[config.mk]
export PLATFORM = sky130hd
export DESIGN_NAME = serial_adder
export DESIGN_NICKNAME = d
export VERILOG_FILES = /design/src/rtl/serial_adder.sv
export SDC_FILE = /design/constraint.sdc
export NUM_CORES = 1
export LEC_CHECK = 0
export ABC_AREA = 1
export CAP_MARGIN = 20
export CORE_MARGIN = 2
export CORE_UTILIZATION = 45
export DETAILED_ROUTE_END_ITERATION = 8
export PLACE_DENSITY_LB_ADDON = 0.1
export SKIP_CTS_REPAIR_TIMING = 1
export SYNTH_ARGS = -nofsm -noshare
export SYNTH_HDL_FRONTEND = slang
export SYNTH_SLANG_ARGS = --single-unit
export TNS_END_PERCENT = 10
[constraint.sdc]
create_clock -name clk -period 1.6 [get_ports clk]
set_clock_uncertainty 0.2 [all_clocks]
set_input_delay 0.32 -clock clk [delete_from_list [all_inputs] [get_ports clk]]
set_output_delay 0.32 -clock clk [all_outputs]
set_load 0.05 [all_outputs]
[src/rtl/serial_adder.sv]
// Bit-serial adder: adds two WIDTH-bit operands LSB-first, one bit per clock,
// through a single full-adder cell and a carry flip-flop. Results appear on
// sum/carry only at completion, flagged by a one-cycle done pulse.
// Optional feature macro: SERIAL_ADDER_SUB_EN adds a 'sub' port selecting a - b.
module serial_adder #(
  parameter int unsigned WIDTH = 8
) (
  input  logic             clk,
  input  logic             rst_n,
  input  logic             start,
  input  logic [WIDTH-1:0] a,
  input  logic [WIDTH-1:0] b,
`ifdef SERIAL_ADDER_SUB_EN
  input  logic             sub,
`endif
  output logic             busy,
  output logic             done,
  output logic [WIDTH-1:0] sum,
  output logic             carry
);

  localparam int unsigned CntW = (WIDTH > 1) ? $clog2(WIDTH) : 1;
  localparam logic [CntW-1:0] LastBit = CntW'(WIDTH - 1);

  typedef enum logic [1:0] {StIdle, StRun, StDone} state_e;

  state_e           state_q, state_d;
  logic [WIDTH-1:0] a_sr_q, a_sr_d;
  logic [WIDTH-1:0] b_sr_q, b_sr_d;
  logic [WIDTH-1:0] acc_q, acc_d;
  logic [WIDTH-1:0] sum_q, sum_d;
  logic [CntW-1:0]  cnt_q, cnt_d;
  logic             c_q, c_d;
  logic             carry_q, carry_d;

  logic             bit_s;
  logic             bit_c;
  logic [WIDTH-1:0] acc_shift;
  logic [WIDTH-1:0] b_load;
  logic             c_load;

  // Full-adder cell on the current LSBs plus the operand-load values.
  always_comb begin
    bit_s     = a_sr_q[0] ^ b_sr_q[0] ^ c_q;
    bit_c     = (a_sr_q[0] & b_sr_q[0]) | (a_sr_q[0] & c_q) | (b_sr_q[0] & c_q);
    acc_shift = acc_q >> 1;
    acc_shift[WIDTH-1] = bit_s;
`ifdef SERIAL_ADDER_SUB_EN
    // Two's-complement subtract: invert b and inject the +1 through the carry.
    b_load    = sub ? ~b : b;
    c_load    = sub;
`else
    b_load    = b;
    c_load    = 1'b0;
`endif
  end

  // Next-state logic: capture in IDLE/DONE, shift-and-add in RUN.
  always_comb begin
    state_d = state_q;
    a_sr_d  = a_sr_q;
    b_sr_d  = b_sr_q;
    acc_d   = acc_q;
    sum_d   = sum_q;
    cnt_d   = cnt_q;
    c_d     = c_q;
    carry_d = carry_q;
    unique case (state_q)
      StIdle, StDone: begin
        if (start) begin
          a_sr_d  = a;
          b_sr_d  = b_load;
          c_d     = c_load;
          cnt_d   = '0;
          acc_d   = '0;
          state_d = StRun;
        end else begin
          state_d = StIdle;
        end
      end
      StRun: begin
        c_d    = bit_c;
        acc_d  = acc_shift;
        a_sr_d = a_sr_q >> 1;
        b_sr_d = b_sr_q >> 1;
        cnt_d  = cnt_q + CntW'(1);
        if (cnt_q == LastBit) begin
          sum_d   = acc_shift;
          carry_d = bit_c;
          state_d = StDone;
        end
      end
      default: state_d = StIdle;
    endcase
  end

  // State registers with asynchronous active-low clear.
  always_ff @(posedge clk or negedge rst_n) begin
    if (!rst_n) begin
      state_q <= StIdle;
      a_sr_q  <= '0;
      b_sr_q  <= '0;
      acc_q   <= '0;
      sum_q   <= '0;
      cnt_q   <= '0;
      c_q     <= 1'b0;
      carry_q <= 1'b0;
    end else begin
      state_q <= state_d;
      a_sr_q  <= a_sr_d;
      b_sr_q  <= b_sr_d;
      acc_q   <= acc_d;
      sum_q   <= sum_d;
      cnt_q   <= cnt_d;
      c_q     <= c_d;
      carry_q <= carry_d;
    end
  end

  assign busy  = (state_q == StRun);
  assign done  = (state_q == StDone);
  assign sum   = sum_q;
  assign carry = carry_q;

endmodule

Run 1, placed standard cells:
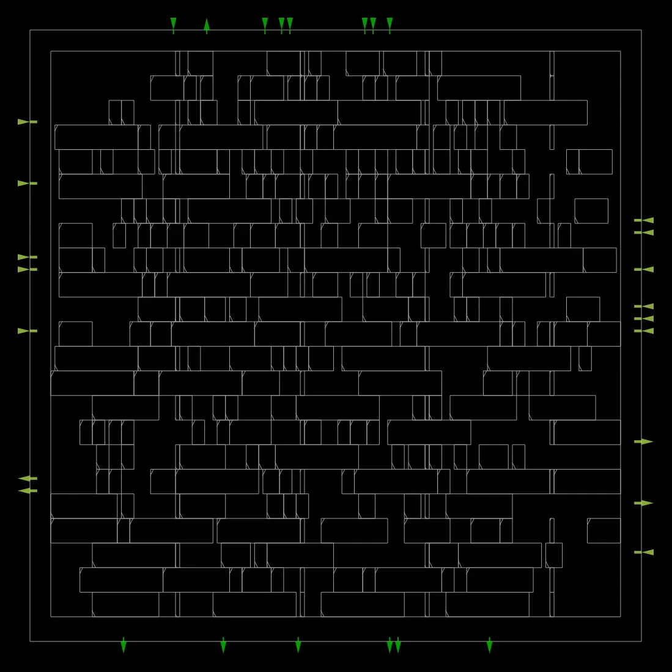
flop count: 38
row count: 23
final cell count without fillers: 314

Run 1, register map, names as in the netlist:
Scale: 6 px per um. Other sequential cells in the stronger grey, the rest of the logic in the fainter grey.
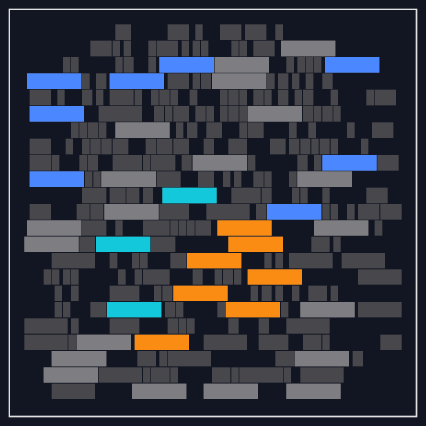
blue -> `a_sr_q`  # sequential cells 8
orange -> `acc_q`  # sequential cells 7
cyan -> `cnt_q`  # sequential cells 3
seq pwr: 1720 uW
Util after Layout: 63.6%
sequential cell area: 951 um^2
Seq/total area: 37.9%

==> job_summary.md, run 1 <==
## Synthesis and layout report

| Metric | Value |
|---|---|
| Outcome | finished, violations left |
| Violated checks | setup timing |
| Slew margin rel. | 76.0% |
| Final slew viol count | 0 |
| Vias/cell | 4.52 |
| Most common logic cell in the routed design | nand2_1 |
| Met2 Use GR | 27.2% |
| CTS Buf Count | 5 |
| Critical-path top delay cell | dfrtp_1 |
| Post-synth area hogs | dfrtp_1, nand2_1, nand3_1 |
| Reg-to-reg slack, setup | 0.11 ns |
| Initial detailed-routing violation count | 36 |
| Worst-path fanout max | 5 |
| Met2 wire len | 1.53 mm |
| Number of enable flip-flop cells | 0 |
| R2r endpoint | b_sr_q[1] |
| Post-synth top area share | 52.2% |
| Vias in the first global route | 1372 |
| Slew @ Worst Pin | 0.360 ns |
| Fp_density | 46.2% |
| CP arrival | 1.09 ns |
| Largest net degree at the start of global routing | 25 |
| Latest clock arrival within the worst-skew pair | 0.29 ns |
| CP max stage delay | 0.42 ns |
| Clock Path Buffers | 2 |
| Setup WS post-layout | -0.0104 ns |
| First-pass GRT wire length | 6.27 mm |
| CTS tree | done |
| Final Power | 5390 uW |
| Hold WC Path Type | in2async |
| Final Setup Violations | 1 |
| Top Layout Cells | nand2_1, dfrtp_1, inv_1, nand3_1, clkdlybuf4s50_1 |
| Final hold vios | 0 |
| CP Launch Point | state_q[0] |
| Clock sinks | 38 |
| Routability cong. | 0.766 |
| Setup crit end kind | output pin |
| Initial antenna violation count | 0 |
| Sw Share | 42.0% |
| Pleak | 0.00133 uW |
| Max-cap violation count | 0 |
Run 1, wiring heat map:
Scale: 6 px per um. 14 x 14 tiles, from dark purple (low) to yellow (high), scaled to the fullest tile. Values are wire area over tile area, all layers added.
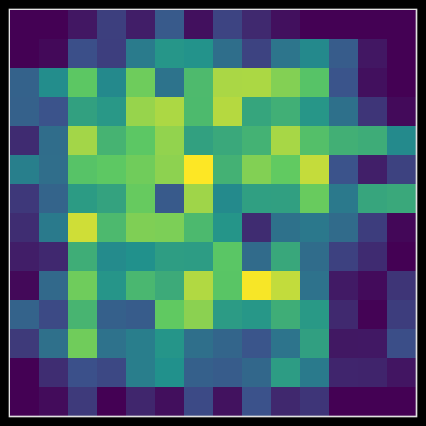
nearly empty tiles = 9.2%
tiles over half the peak = 40%
fullest tile = 0.31
Avg WL per Cell: 11.4 um
drt total wl: 3.58 mm
GRT Util Overall: 18.7%
total vias in the final route: 1419

Run 1, drive-strength map:
Scale: 4 px per um.
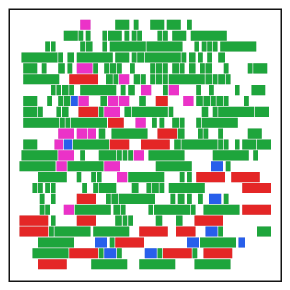
blue -> x2  # cells 10, share 3.8%
red -> x6 and larger  # cells 23, share 8.7%
magenta -> x3 and x4  # cells 21, share 8.0%
green -> x1 and smaller  # cells 210, share 80%
final instance area: 2510 um^2
Synth-to-Final Area Change: 37.7%
Setup WS post-layout: -0.0104 ns
nonclk buf count: 49

run 1: state kept, by name (all words and copies together), names as in the netlist:
name / flops
a_sr_q: 8
acc_q: 7
b_sr_q: 8
c_q: 1
carry: 1
cnt_q: 3
state_q: 2
sum: 8
run 1: kinds of logic (layout without fill, tap and decap cells):
family / after synthesis / after routing / synth area share, %
AND-OR/OR-AND: 18 / 18 / 6.39
AND/OR/NAND/NOR: 108 / 108 / 26.0
adder cells (fa/ha/maj): 3 / 3 / 2.47
buffers and inverters: 49 / 97 / 13.0
flip-flops: 38 / 38 / 52.2
run 1: layout make-up:
cell class	count	area [um^2]	share of cell area, %
timing repair buffer	49	602	24.0
multi-input combinational	129	642	25.6
sequential	38	951	37.9
clock buffer	7	86.3	3.44
clock inverter	1	5.00	0.200
inverter	40	160	6.38
tap	50	62.6	2.49
--- run 2 (diff from run 1) ---
--- a/config.mk
+++ b/config.mk
@@ -10,6 +10,7 @@
 export CORE_MARGIN = 2
 export CORE_UTILIZATION = 45
 export DETAILED_ROUTE_END_ITERATION = 8
+export GPL_TIMING_DRIVEN = 0
 export PLACE_DENSITY_LB_ADDON = 0.1
 export SKIP_CTS_REPAIR_TIMING = 1
 export SYNTH_ARGS = -nofsm -noshare
Run 2, placed standard cells:
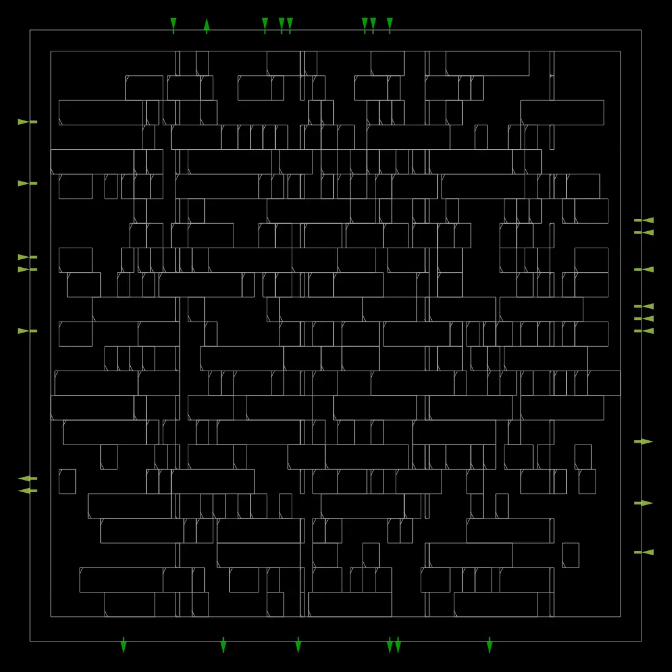
Util after Layout: 60.1%
TAP cells: 50
Fillers: 381
Seq/total area: 40.1%
core area: 3940 um^2

==> run 2 against run 1 <==
  * Largest cell class unchanged
  * Count of clock-buffer cells in the layout shrank 1
  * Die size is the same
  * Core utilization shrank 3.5 points
  * Clock power grew 1%
  * The run ends with hold timing, setup timing left
  * Final cell count shrank 0.32%
==> job_summary.md, run 2 <==
## Synthesis and layout report

| Metric | Value |
|---|---|
| Final hold vios | 38 |
| Top Layout Cells | nand2_1, dfrtp_1, inv_1, nand3_1, clkdlybuf4s50_1 |
| Max-area cell class | flip-flops and latches |
| Inverter count | 40 |
| Final Setup Violations | 2 |
| Most common logic cell in the routed design | nand2_1 |
| Seq pwr | 1650 uW |
| CTS tree | done |
| Violated checks | hold timing, setup timing |
| Critical-path top delay cell | dfrtp_1 |
| CTS Buf Count | 5 |
| Reg-to-reg slack, setup | 0.05 ns |
| Worst-path fanout max | 7 |
| Pleak | 0.00128 uW |
| Slew @ Worst Pin | 0.854 ns |
| Max-cap violation count | 0 |
| Total vias in the final route | 1419 |
| Logic cell area | 659 um^2 |
| Drt total wl | 3.66 mm |
| Latest clock arrival within the worst-skew pair | 0.29 ns |
| Clock sinks | 38 |
| Post-synth top area share | 52.2% |
| Outcome | finished, violations left |
| Clock buffers | 6 |
| Final hold slack | -0.0632 ns |
| Synth-to-Final Area Change | 30.1% |
| Routability cong. | 0.713 |
| Sw Share | 44.4% |
| Initial antenna violation count | 0 |
| Row count | 23 |
| Clk tree area frac | 4.01% |
| Vias/cell | 4.53 |
| Hold WC Path Type | in2async |
| Setup WS post-layout | -0.122 ns |
| XOR/XNOR Area Share | 0% |
Run 2, drive-strength map:
Scale: 4 px per um.
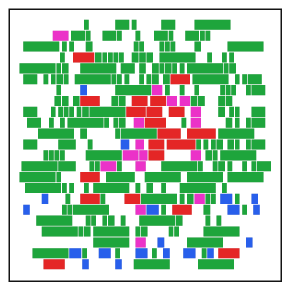
final instance area: 2370 um^2
Setup WS post-layout: -0.122 ns
nonclk buf count: 48

run 2: cell counts after synthesis:
Identical to the previous run, type by type.
run 2: metrics by stage:
step           power [uW]  instances  setup WS, ns
2_1_floorplan        3570        216         0.131
3_3_place_gp         4220        295        -0.934
3_5_place_dp         4270        295        -0.603
4_1_cts              4980        303        -0.927
5_1_grt              5600        313        -0.166
6_report             5150        313        -0.122
run 2: layer usage:
metal / wire, um / global-route usage [%] / up-vias
met3: 180 / 5.00 / 6
li1: - / - / 746
met5: 0 / 0 / -
met2: 1640 / 26.7 / 30
met1: 1790 / 25.9 / 637
met4: 42 / 5.36 / 0
run 2: critical path, delay by kind of cell, from the launching register on:
family / cells / cell delay, ns
buffers and inverters: 4 / 0.44
and+or+nand+nor: 1 / 0.12
DFF: 1 / 0.34
Run 2, wiring heat map:
Scale: 6 px per um. 14 x 14 tiles, from dark purple (low) to yellow (high), scaled to the fullest tile. Values are wire area over tile area, all layers added.
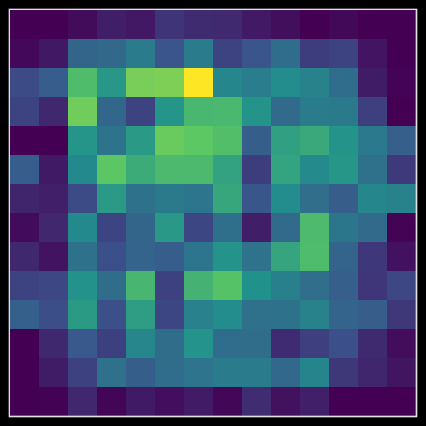

--- run 3 (diff from run 2) ---
--- a/config.mk
+++ b/config.mk
@@ -7,8 +7,9 @@
 export LEC_CHECK = 0
 export ABC_AREA = 1
 export CAP_MARGIN = 20
+export CORE_ASPECT_RATIO = 0.75
 export CORE_MARGIN = 2
-export CORE_UTILIZATION = 45
+export CORE_UTILIZATION = 50
 export DETAILED_ROUTE_END_ITERATION = 8
 export GPL_TIMING_DRIVEN = 0
 export PLACE_DENSITY_LB_ADDON = 0.1
Run 3, wiring heat map:
Scale: 4 px per um. 15 x 11 tiles, from dark purple (low) to yellow (high), scaled to the fullest tile. Values are wire area over tile area, all layers added.
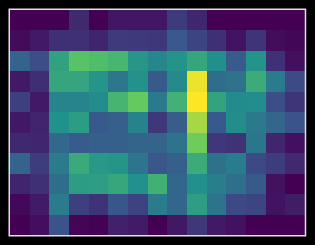
fullest tile = 0.44
mean over tiles = 0.13
nearly empty tiles = 11%
tiles over half the peak = 19%
densest ninth of the die = centre
total vias in the final route: 1383
Avg WL per Cell: 11.6 um
drt total wl: 3.39 mm

==> run 3 against run 2 <==
  * The flow finishes with violations (setup timing)
  * Sequential cell count is the same
  * Register-to-register slack gained 0.03 ns
  * Highest routed layer unchanged
  * Combinational power shrank 8.2%
  * Global-route usage grew 0.87 points
  * Clock power shrank 7.2%
  * Core utilization grew 7.3 points
  * Count of clock-buffer cells in the layout is the same
  * Via count shrank 2.5%
  * Final cell count shrank 6.7%
  * Maximum frequency shrank 6.2%
==> job_summary.md, run 3 <==
## Synthesis and layout report

| Metric | Value |
|---|---|
| Outcome | finished, violations left |
| Violated checks | setup timing |
| Final hold vios | 0 |
| First-pass GRT wire length | 6.03 mm |
| Seq pwr | 1650 uW |
| Slew margin rel. | 46.0% |
| Routed length on met3 | 118 um |
| Initial detailed-routing violation count | 35 |
| Met2 wire len | 1.48 mm |
| Hold WC Path Type | reg2reg |
| Met2 Use GR | 27.6% |
| Reg-to-reg slack, setup | 0.08 ns |
| Synth-to-Final Area Change | 25.0% |
| Largest net degree at the start of global routing | 39 |
| Clock Path Buffers | 2 |
| CP max stage delay | 0.34 ns |
| Setup WS post-layout | -0.236 ns |
| GR met1 Demand/Resource | 27.8% |
| Latest clock arrival within the worst-skew pair | 0.28 ns |
| Pleak | 0.00130 uW |
| Routability cong. | 0.808 |
| Instance count on the critical path | 5 |
| Nets | 275 |
| Setup crit end kind | output pin |
| Slew @ Worst Pin | 0.810 ns |
| Layer with the highest usage | met1 |
| R2r endpoint | sum[6] |
| Warning total across the stage logs | 27 |
| Pre-CTS WS | -0.595 ns |
| Final hold slack | 0.274 ns |
| Clk root buf | clkbuf_8 |
| Most common logic cell in the routed design | nand2_1 |
| Number of enable flip-flop cells | 0 |
| Top Layout Cells | nand2_1, dfrtp_1, inv_1, nand3_1, clkdlybuf4s50_1 |
| CP top delay family | buffers and inverters |
| CP Launch Point | state_q[0] |
| Vias in the first global route | 1331 |
| Final instance area | 2280 um^2 |
| WP data required | 1.08 ns |
| Final Setup Violations | 2 |
| Final slew viol count | 0 |
| Row count | 18 |
| Post-synth area hogs | dfrtp_1, nand2_1, nand3_1 |
| CTS tree | done |
| Fp_density | 53.9% |
| Worst-path fanout max | 10 |
| Vias/cell | 4.74 |
| Sw Share | 44.5% |
| Max-cap violation count | 0 |
| Util after Layout | 67.4% |
| CP arrival | 1.32 ns |
| Clock sinks | 38 |
| Wl on met1 | 1.76 mm |
| Post-synth top area share | 52.2% |
| Final Power | 4860 uW |
| Post-Place Cells | 285 |
| Top Layer Used | met4 |
| Initial antenna violation count | 0 |
| Critical-path top delay cell | dfrtp_1 |
Run 3, placed standard cells:
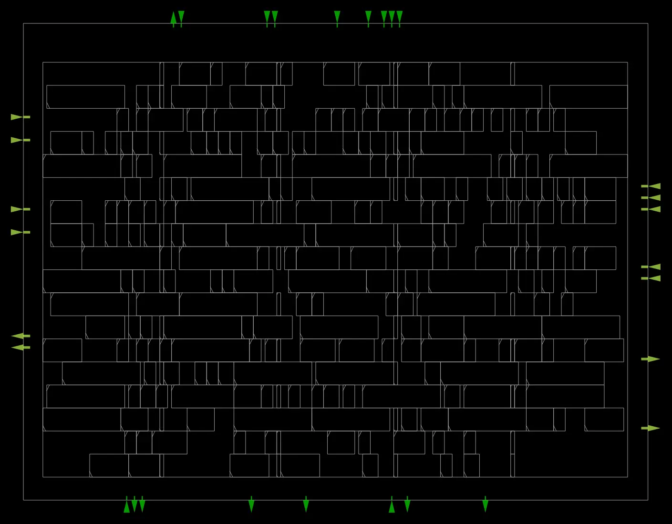
final cell count without fillers: 292
Seq/total area: 41.8%
Fillers: 290
core area: 3380 um^2

[run 3: cell count changes in the layout (fill, tap and decap cells not counted), sizes merged]
cell	change
buf	-10
clkbuf	-7
clkinv	-2
clkinvlp	-1
dlygate4sd3	+1
dlymetal6s2s	+7
inv	+1
[run 3: final cells by class]
type                       count  area (um^2)  share of cell area (%)
buffer                         9         88.8                    3.90
clock buffer                   6         82.6                    3.63
inverter                      40          158                    6.92
multi-input combinational    129          642                    28.2
sequential                    38          951                    41.8
tap                           40         50.0                    2.20
timing repair buffer          30          305                    13.4
[run 3: logic make-up (layout without fill, tap and decap cells)]
family | count (synthesis) | after routing | synth area share [%]
simple gates | 108 | 108 | 26.0
buf+inv | 49 | 85 | 13.0
flops | 38 | 38 | 52.2
compound gates | 18 | 18 | 6.39
fa+ha+maj | 3 | 3 | 2.47

==> screenshots <==
Supply network.
Scale: 6 px per um. Pins as bars on the die edge.
Plate I
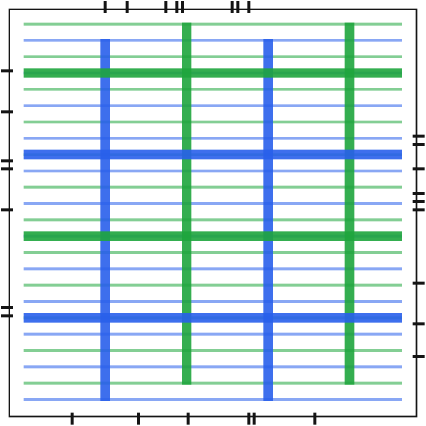
Plate II
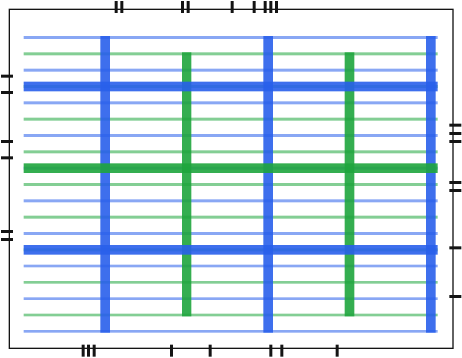
run 3 -> Plate II
run 2 -> Plate I

Key to Plate I:
green -> VDD
blue -> VSS
rows = 23
met5 straps = 4

No activity file was given, so power comes from the tool's default toggle rates.
